===== src/rtl/timer_intr_source.sv =====
// Memory-mapped programmable timer. A prescaled counter runs up to a compare value,
// sets a sticky match flag, and can raise a one-cycle interrupt request pulse.
module timer_intr_source #(
  parameter int WIDTH      = 32,
  parameter int PRESCALE_W = 16
) (
  input  logic        I_clk,
  input  logic        I_rst_n,
  input  logic        I_sel,
  input  logic        I_we,
  input  logic [2:0]  I_addr,
  input  logic [31:0] I_wdata,
  output logic [31:0] O_rdata,
  output logic        O_intr_rq,
  output logic        O_match
);

  typedef enum logic [2:0] {
    ADDR_CTRL     = 3'd0,
    ADDR_PRESCALE = 3'd1,
    ADDR_COMPARE  = 3'd2,
    ADDR_COUNT    = 3'd3,
    ADDR_STATUS   = 3'd4
  } reg_addr_e;

  logic                  en, auto_reload, irq_en;
  logic [PRESCALE_W-1:0] prescale, pre_cnt;
  logic [WIDTH-1:0]      compare, count;
  logic                  match_flag, intr_rq;

  logic wr, wr_ctrl, wr_prescale, wr_compare, wr_count, wr_status;
  logic tick, match_evt;

  assign wr          = I_sel && I_we;
  assign wr_ctrl     = wr && (I_addr == ADDR_CTRL);
  assign wr_prescale = wr && (I_addr == ADDR_PRESCALE);
  assign wr_compare  = wr && (I_addr == ADDR_COMPARE);
  assign wr_count    = wr && (I_addr == ADDR_COUNT);
  assign wr_status   = wr && (I_addr == ADDR_STATUS);

  assign tick      = en && (pre_cnt == prescale);
  assign match_evt = tick && (count == compare);

  // NOTE: all state is updated with non-blocking assignments so every register
  // samples the pre-edge values of its neighbours, independent of statement order.
  always_ff @(posedge I_clk or negedge I_rst_n) begin
    if (!I_rst_n) begin
      en          <= 1'b0;
      auto_reload <= 1'b0;
      irq_en      <= 1'b0;
      prescale    <= '0;
      compare     <= '1;
      count       <= '0;
      pre_cnt     <= '0;
      match_flag  <= 1'b0;
      intr_rq     <= 1'b0;
    end else begin
      // Control: a CTRL write overrides the one-shot self-disable.
      if (wr_ctrl) begin
        en          <= I_wdata[0];
        auto_reload <= I_wdata[1];
        irq_en      <= I_wdata[2];
      end else if (match_evt && !auto_reload) begin
        en <= 1'b0;
      end

      if (wr_prescale) prescale <= I_wdata[PRESCALE_W-1:0];
      if (wr_compare)  compare  <= I_wdata[WIDTH-1:0];

      // Prescaler restarts on any reconfiguration, on each tick, and while stopped.
      if (!en || tick || wr_ctrl || wr_prescale) pre_cnt <= '0;
      else                                       pre_cnt <= pre_cnt + 1'b1;

      // A bus load of COUNT swallows a coincident tick.
      if (wr_count) begin
        count <= I_wdata[WIDTH-1:0];
      end else if (tick) begin
        if (!match_evt)      count <= count + 1'b1;
        else if (auto_reload) count <= '0;
      end

      // Set beats write-1-to-clear when both land on the same edge.
      if (match_evt)                   match_flag <= 1'b1;
      else if (wr_status && I_wdata[0]) match_flag <= 1'b0;

      intr_rq <= match_evt && irq_en;
    end
  end

  // NOTE: default the read bus first so no path through the case infers a latch.
  always_comb begin
    O_rdata = '0;
    if (I_sel) begin
      case (I_addr)
        ADDR_CTRL:     O_rdata = {29'd0, irq_en, auto_reload, en};
        ADDR_PRESCALE: O_rdata = 32'(prescale);
        ADDR_COMPARE:  O_rdata = 32'(compare);
        ADDR_COUNT:    O_rdata = 32'(count);
        ADDR_STATUS:   O_rdata = {31'd0, match_flag};
        default:       O_rdata = '0;
      endcase
    end
  end

  assign O_intr_rq = intr_rq;
  assign O_match   = match_flag;

endmodule


===== config.mk =====
export PLATFORM = sky130hd
export DESIGN_NAME = timer_intr_source
export DESIGN_NICKNAME = d
export VERILOG_FILES = /design/src/rtl/timer_intr_source.sv
export SDC_FILE = /design/constraint.sdc
export NUM_CORES = 1
export LEC_CHECK = 0
export ABC_AREA = 1
export CAP_MARGIN = 20
export CORE_MARGIN = 10
export CORE_UTILIZATION = 55
export DETAILED_ROUTE_END_ITERATION = 7
export PLACE_DENSITY = 0.78
export RECOVER_POWER = 25
export REMOVE_ABC_BUFFERS = 1
export SLEW_MARGIN = 20
export SYNTH_ARGS = -nofsm -noshare
export SYNTH_HDL_FRONTEND = slang
export SYNTH_SLANG_ARGS = --single-unit

===== constraint.sdc =====
create_clock -name I_clk -period 3.9 [get_ports I_clk]
set_input_delay 0.585 -clock I_clk [delete_from_list [all_inputs] [get_ports I_clk]]
set_output_delay 0.585 -clock I_clk [all_outputs]
set_load 0.05 [all_outputs]

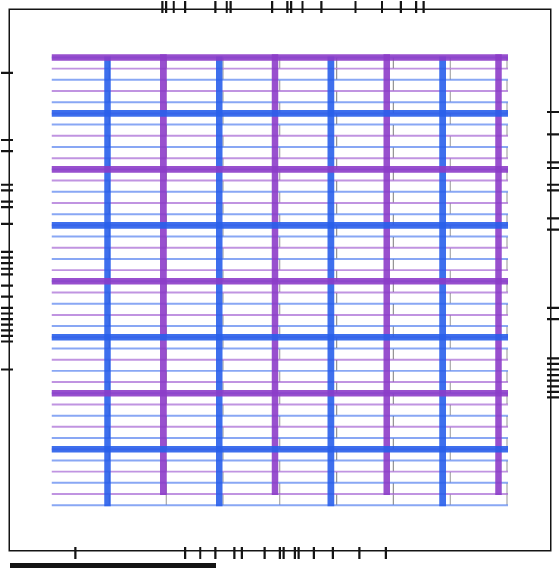
Fig. 1. Power grid.
Scale bar: 50 um. Pins as bars on the die edge. Tap cells in grey.
colour	net
blue	VSS
purple	VDD
met4 straps	8
met1 rails	41
tap cells	168
met5 straps	8
die y size: 131 um
core area: 0.0121 mm^2
peak supply drop: 0.000301 V

==> impl_metrics.py <==
# Auto-generated metrics
metrics = {
    "status": {
        "status": "finished with violations",
        "violations": "capacitance limit, slew limit",
    },
    "power_and_ir_drop": {
        "clkPwrFrac": 0.301,
        "power.density_mw_per_mm2": 374,
        "pwr-share-comb": 0.244,
        "power.total_mw": 3.08,
    },
    "worst_hold_path": {
        "min_path_cells": 2,
        "holdPathEnd": "compare[31]",
    },
    "floorplanning": {
        "initCoreUtil": 0.564,
        "ioPinCount": 73,
        "die_w_um": 131,
        "die_area_mm2": 0.0172,
    },
    "run": {
        "drv_cap": 1,
    },
    "detailed_routing": {
        "drc": 0,
        "drt-wirelength-per-cell_um": 14.4,
        "drt_iter0_markers": 735,
    },
    "logic_synthesis": {
        "top_area_frac": 0.254,
        "mux_area_frac": 0.00828,
        "yosys_warnings": 0,
        "ys_types": 34,
        "synth_compound_gate_area_share": 0.0949,
        "synthTopCellsByCount": "420 x nand2_1, 149 x nor2_1, 132 x inv_1, 69 x dfrtp_1, 43 x o21ai_0",
        "ys_cells": 1071,
        "synthArstFlopShare": 1.00,
        "synth_xor_xnor_area_share": 0.0335,
        "ys_ff": 101,
        "edf_count": 0,
    },
    "setup_path": {
        "r2r_cells": 13,
        "path_class": "primary input to output pin",
        "crit_required_ns": 3.31,
        "reg2reg_slack_ns": 1.60,
        "cp_max_fo": 14,
    },
    "final_timing": {
        "rsz0062_at_grt": "false",
        "skew_ns": 0.0132,
        "max_freq_ghz": 0.309,
        "worst_pin_slew_ns": 1.97,
        "setup_viol": 0,
        "timing.final.max_slew_violations": 79,
        "fin_ws_ns": 0.664,
        "period_needed_ns": 3.24,
        "finalHoldViolCount": 0,
    },
    "grt": {
        "grt_overflow": 0,
        "antenna_found_initial": 0,
        "first_global_vias": 6544,
        "grt_first_pass_wirelength_um": 32000,
        "grt_max_degree": 79,
    },
    "finish": {
        "nets": 1165,
        "lay_top_count": "nand2_1",
        "diodes": 0,
        "nFillCells": 1056,
        "drive_above_1_share": 0.100,
        "top_regs": "compare x32, count x32",
    },
    "cts": {
        "worstSkewPairLatency_ns": 0.36,
        "cts_buffer_depth": 2,
        "clock-sinks": 101,
        "cts_inserted_buffers": 9,
        "cts_resized": 0,
    },
    "placement": {
        "dpl_cell_area_mm2": 0.00795,
        "place_hpwl_um": 13800,
        "post-place-ws_ns": 0.718,
        "place.port_buffers": 72,
    },
}
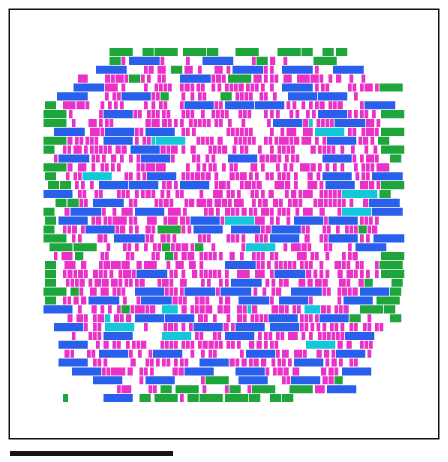
Fig. 2. Cell classes on the final placement.
Scale bar: 50 um.
colour	class	cells	share of their area
magenta	all other logic	929	50%
green	other buffers and delay cells	83	14%
cyan	clock drivers and dummy loads	16	3.7%
blue	flip-flops	101	32%
post-route core utilization: 0.683
sequential portion of the cell area: 0.312
Rows: 40
Final Instance Area: 0.00824 mm^2

[through the flow]
| step | std cells | hold WS, ns |
|---|---|---|
| 2_1_floorplan | 1030 | 0.289 |
| 3_3_place_gp | 1281 | 0.471 |
| 3_5_place_dp | 1281 | 0.475 |
| 4_1_cts | 1297 | 0.437 |
| 5_1_grt | 1297 | 0.516 |
| 6_report | 1297 | 0.492 |
[area by class of cell]
class / instances / area, um^2 / area share
clock buffer: 14 / 264 / 0.0320
tap: 168 / 210 / 0.0255
sequential: 101 / 2570 / 0.312
timing repair buffer: 83 / 1130 / 0.137
inverter: 139 / 522 / 0.0633
clock inverter: 2 / 35.0 / 0.00425
multi-input combinational: 790 / 3510 / 0.426
[worst max-delay path by stage]
stage               startpoint          to  slack (ns)
floorplan            I_addr[0]  O_rdata[1]        0.16
global placement     I_addr[0]  O_rdata[1]        0.78
detailed placement   I_addr[1]   count[10]        0.72
CTS                  I_addr[0]  O_rdata[1]        0.73
global route         I_addr[0]  O_rdata[1]        0.52
finish               I_addr[0]  O_rdata[1]        0.66
[metal layers]
layer	vias up	GRT usage	share of wire
met1	3171	0.294	0.44
li1	3393	-	-
met3	27	0.0457	0.078
met5	-	0	0
met4	0	0.0563	0.017
met2	281	0.348	0.46
[power groups by stage]
stage	clock, mW	combinational, mW	sequential [mW]
CTS	0.937	0.751	1.40
global placement	0	0.727	1.41
finish	0.928	0.752	1.40
floorplan	0	0.487	1.38
global route	0.977	0.855	1.42
detailed placement	0	0.743	1.41
[critical path, cell delays in order]
cell and delay, ns:
clkdlybuf4s50_1 0.51, inv_1 0.07, nor3_1 0.37, inv_1 0.35, o22ai_1 0.25, a21oi_1 0.06, a21oi_1 0.25, buf_12 0.19
Power and IR drop assume default switching activity.
